### Routed metal, one colour a layer

Only two layers are drawn.
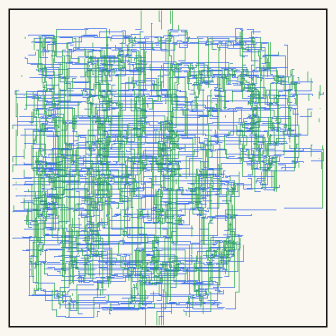
### Layout detail

Region (12, 77) to (52, 117) um. Cells in grey, sequential cells in the stronger grey; small squares are vias.
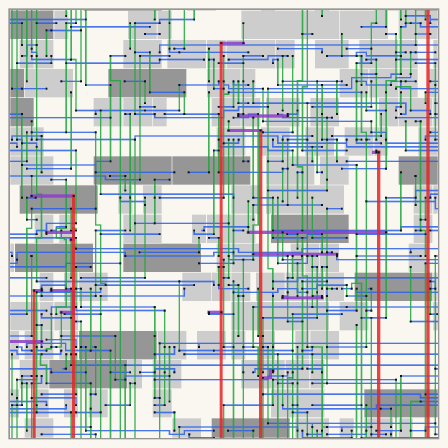
### Clock wiring as the flow saved it

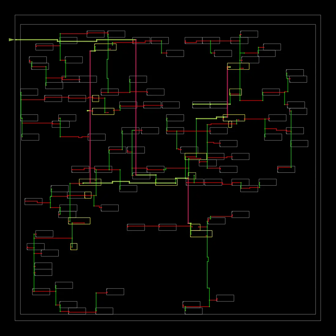
### Sequential cells grouped by signal name

Scale bar: 50 um. Other sequential cells in the stronger grey, the rest of the logic in the fainter grey.
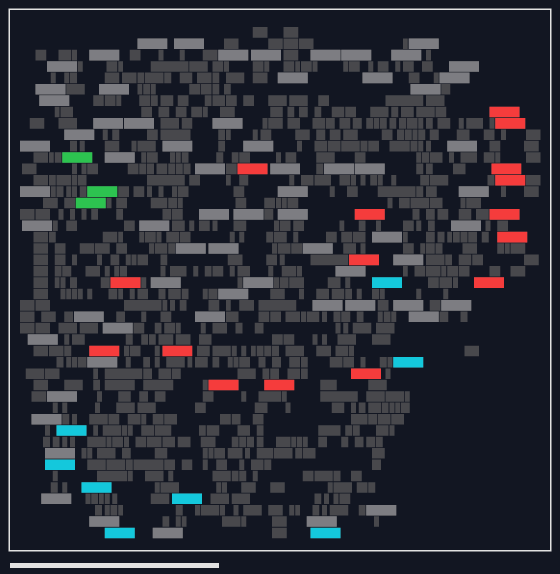
Design calc_sequencer, sky130hd; sources not shown.
==> out/qor.yml <==
dpl-instance-area_sq_um: 6900
ir_drop_v: 0.000493
setup.worst_path.class: "flop to flop"
drc_violations_left: 0
ys_sh_xor: 0.0238
largest_class: "combinational gates"
grt_pass1_wl_um: 29800
min-delay-path-class: "flop to flop"
worstPathRequired_ns: 3.61
arrival_ns: 3.35
cts_max_level: 3
cell_count_listed_in_synth_stat_txt: 777
fin_setup_tns_ns: 0
numSynthFlops: 94
comb_power_share: 0.566
p_sw_frac: 0.478
gr-usage-met1: 0.300
postLayoutCellArea_sq_um: 7190
crit_path_cell_trace: "inv_1, fa_1, a21o_1, a211oi_2, o221a_2, mux2_2, o21ai_0, nand3b_1, a311oi_2"
achievable-frequency_mhz: 309
global_route.usage.met2: 0.380
worst_slew_pin_slew_ns: 0.861
n_fill_cell: 1546
report.final.setup_viol: 0
syn2layout_area_growth_pct: 14.8
cp_slowest_stage_delay_ns: 0.49
synth.cell_area_sq_um: 6260
outcome: "finished clean"
yosys.area_share.aoi: 0.264
pre_cts_slack_ns: 0.323
layoutNonFillerInstCount: 1025
post_synth_inst_count: 777
clock_area_frac: 0.0397
top_level_ports: 47
floorplan.die_area_sq_um: 16700
hold_slack_ns: 0.306
gpl.final_weighted_congestion: 0.902
floorplan.die.width_um: 129
timing.final.crit_share: 0.925
r2r_slack_ns: 0.26
finalMaxSlewViolations: 0
fp-row-count: 45
ys_area_sq_um: 6260
share_clk_of_total_power: 0.174
total_internal_power_mw: 2.90
synth.cellmix.adderShare: 0.120
topCellsByArea: "sky130_fd_sc_hd__dfxtp_1 30%, sky130_fd_sc_hd__ha_1 10%, sky130_fd_sc_hd__nor2_1 5.8%"
postSynth.topFlopCell: "sky130_fd_sc_hd__dfxtp_1"
power.static_leakage_nw: 2.83
dp.cells: 1009
yosysSeqAreaShare: 0.301
power_density_nw_per_um2: 773
core_area_sq_um: 15300
power_switching_mw: 2.65
top_area_cell: "sky130_fd_sc_hd__dfxtp_1"
tritoncts: "yes"
warning_count: 43
antenna_found_initial: 0
worst_setup_path_end_kind: "flop"
count_of_inverters_other_than_clock_inverters_in_the_layout: 34
reg2reg_depth: 9
logic_gates: 606
hold_viol_final: 0
post_cts.resized_instances: 0
crit_path_max_fanout: 11
detail_route.vias_per_cell: 5.69
cts_max_path_buffers: 2
basic_gates_by_area: 0.181
drt_pass1_iterations: 5
num_tap_cells: 211
netlist.area_leader.share: 0.301
initial_core_util: 0.410
hpwlAfterDp_um: 13700
number_of_library_cell_types_mapped_by_synthesis: 64
slowest_stage: "sky130_fd_sc_hd__dfxtp_1"
die_height_um: 129
ys_warn_count: 0
nClkBuffers: 11
grt_start_max_net_pins: 59
Back to the opening pictures, 'Routed metal, one colour a layer':
Key: metal 1 = blue [wire length 8,780 um]; metal 2 = green [wire length 8,490 um]
DR vias: 5,833
Routed wire per std cell: 18.0 um
Global Route Usage Sum: 0.229
post-detailed-routing wire length: 18,400 um

Back to the opening pictures, 'Layout detail':
Key: metal 1 = blue; metal 3 = purple; metal 2 = green; metal 4 = red
118 logic cells have their middle in the window. Most frequent: nand2_1 (16), a21oi_1 (15), dfxtp_1 (14). Sequential cells in the window: 14.

Back to the opening pictures, 'Clock wiring as the flow saved it':
insertion delay to the later sink of the worst-skew pair: 0.35 ns
sequential cell count: 94

Back to the opening pictures, 'Sequential cells grouped by signal name':
Key: a_reg = cyan [placed flops 8]; op_reg = green [placed flops 3]; result = red [placed flops 16]
sequential share of cell area: 0.262
FF/Latch Area: 1880 sq um
share of the core filled with cells in the final layout: 0.471

-- cell usage after synthesis, types with 6 or more instances --
library cell	n
sky130_fd_sc_hd__a31oi_1	6
sky130_fd_sc_hd__xnor2_1	13
sky130_fd_sc_hd__ha_1	52
sky130_fd_sc_hd__mux2i_1	29
sky130_fd_sc_hd__dfxtp_1	94
sky130_fd_sc_hd__nand3b_1	6
sky130_fd_sc_hd__nand2_1	87
sky130_fd_sc_hd__nand3_1	12
sky130_fd_sc_hd__a2bb2oi_1	6
sky130_fd_sc_hd__nor2_1	96
sky130_fd_sc_hd__a21oi_1	69
sky130_fd_sc_hd__nand2b_1	6
sky130_fd_sc_hd__a21o_1	17
sky130_fd_sc_hd__inv_1	34
sky130_fd_sc_hd__a221oi_1	7
sky130_fd_sc_hd__clkbuf_1	32
sky130_fd_sc_hd__a32oi_1	7
sky130_fd_sc_hd__nor2b_1	7
sky130_fd_sc_hd__nor3_1	15
sky130_fd_sc_hd__o21ai_0	27
sky130_fd_sc_hd__a22oi_1	19
sky130_fd_sc_hd__a211oi_1	31
sky130_fd_sc_hd__o211ai_1	6
-- power by group through the flow --
stage | Sequential (mW) | Clock, mW | Combinational (mW)
after global placement | 1.45 | 0 | 3.08
after CTS | 1.44 | 0.996 | 3.12
final | 1.44 | 0.969 | 3.14
after detailed placement | 1.46 | 0 | 3.11
after global routing | 1.47 | 1.04 | 3.44
after floorplan | 1.60 | 0 | 1.95
-- critical path: cells and delay by family, from the launching register on --
| kind | cells | cell delay (ns) |
|---|---|---|
| compound gates | 5 | 1.35 |
| buf+inv | 1 | 0.20 |
| flops | 1 | 0.49 |
| mux | 1 | 0.39 |
| simple gates | 1 | 0.11 |
| fa+ha+maj | 1 | 0.45 |
-- placed cells by master, fill, tap and decap left out, types with 5 or more instances in the layout --
master	n
sky130_fd_sc_hd__clkbuf_16	9
sky130_fd_sc_hd__a31oi_1	6
sky130_fd_sc_hd__nor2b_1	7
sky130_fd_sc_hd__a221oi_1	7
sky130_fd_sc_hd__a32oi_1	7
sky130_fd_sc_hd__a2bb2oi_1	6
sky130_fd_sc_hd__a22oi_1	19
sky130_fd_sc_hd__nand2_1	87
sky130_fd_sc_hd__dfxtp_1	94
sky130_fd_sc_hd__a21o_1	17
sky130_fd_sc_hd__clkdlybuf4s50_1	45
sky130_fd_sc_hd__mux2_2	5
sky130_fd_sc_hd__o21bai_1	5
sky130_fd_sc_hd__buf_4	19
sky130_fd_sc_hd__nor3_1	15
sky130_fd_sc_hd__a211oi_1	31
sky130_fd_sc_hd__xnor2_1	13
sky130_fd_sc_hd__inv_1	34
sky130_fd_sc_hd__mux2i_1	29
sky130_fd_sc_hd__o21ai_0	27
sky130_fd_sc_hd__nor2_1	96
sky130_fd_sc_hd__nand2b_1	6
sky130_fd_sc_hd__fa_1	5
sky130_fd_sc_hd__nand3b_1	6
sky130_fd_sc_hd__ha_1	52
sky130_fd_sc_hd__nand3_1	12
sky130_fd_sc_hd__a21oi_1	69
sky130_fd_sc_hd__o211ai_1	6
-- per-layer routing --
layer | vias up | part of all wire
met2 | 150 | 0.46
met1 | 2778 | 0.48
met3 | 31 | 0.035
li1 | 2874 | -
met5 | - | 0
met4 | 0 | 0.029
Power is estimated from default activity; no workload was simulated.
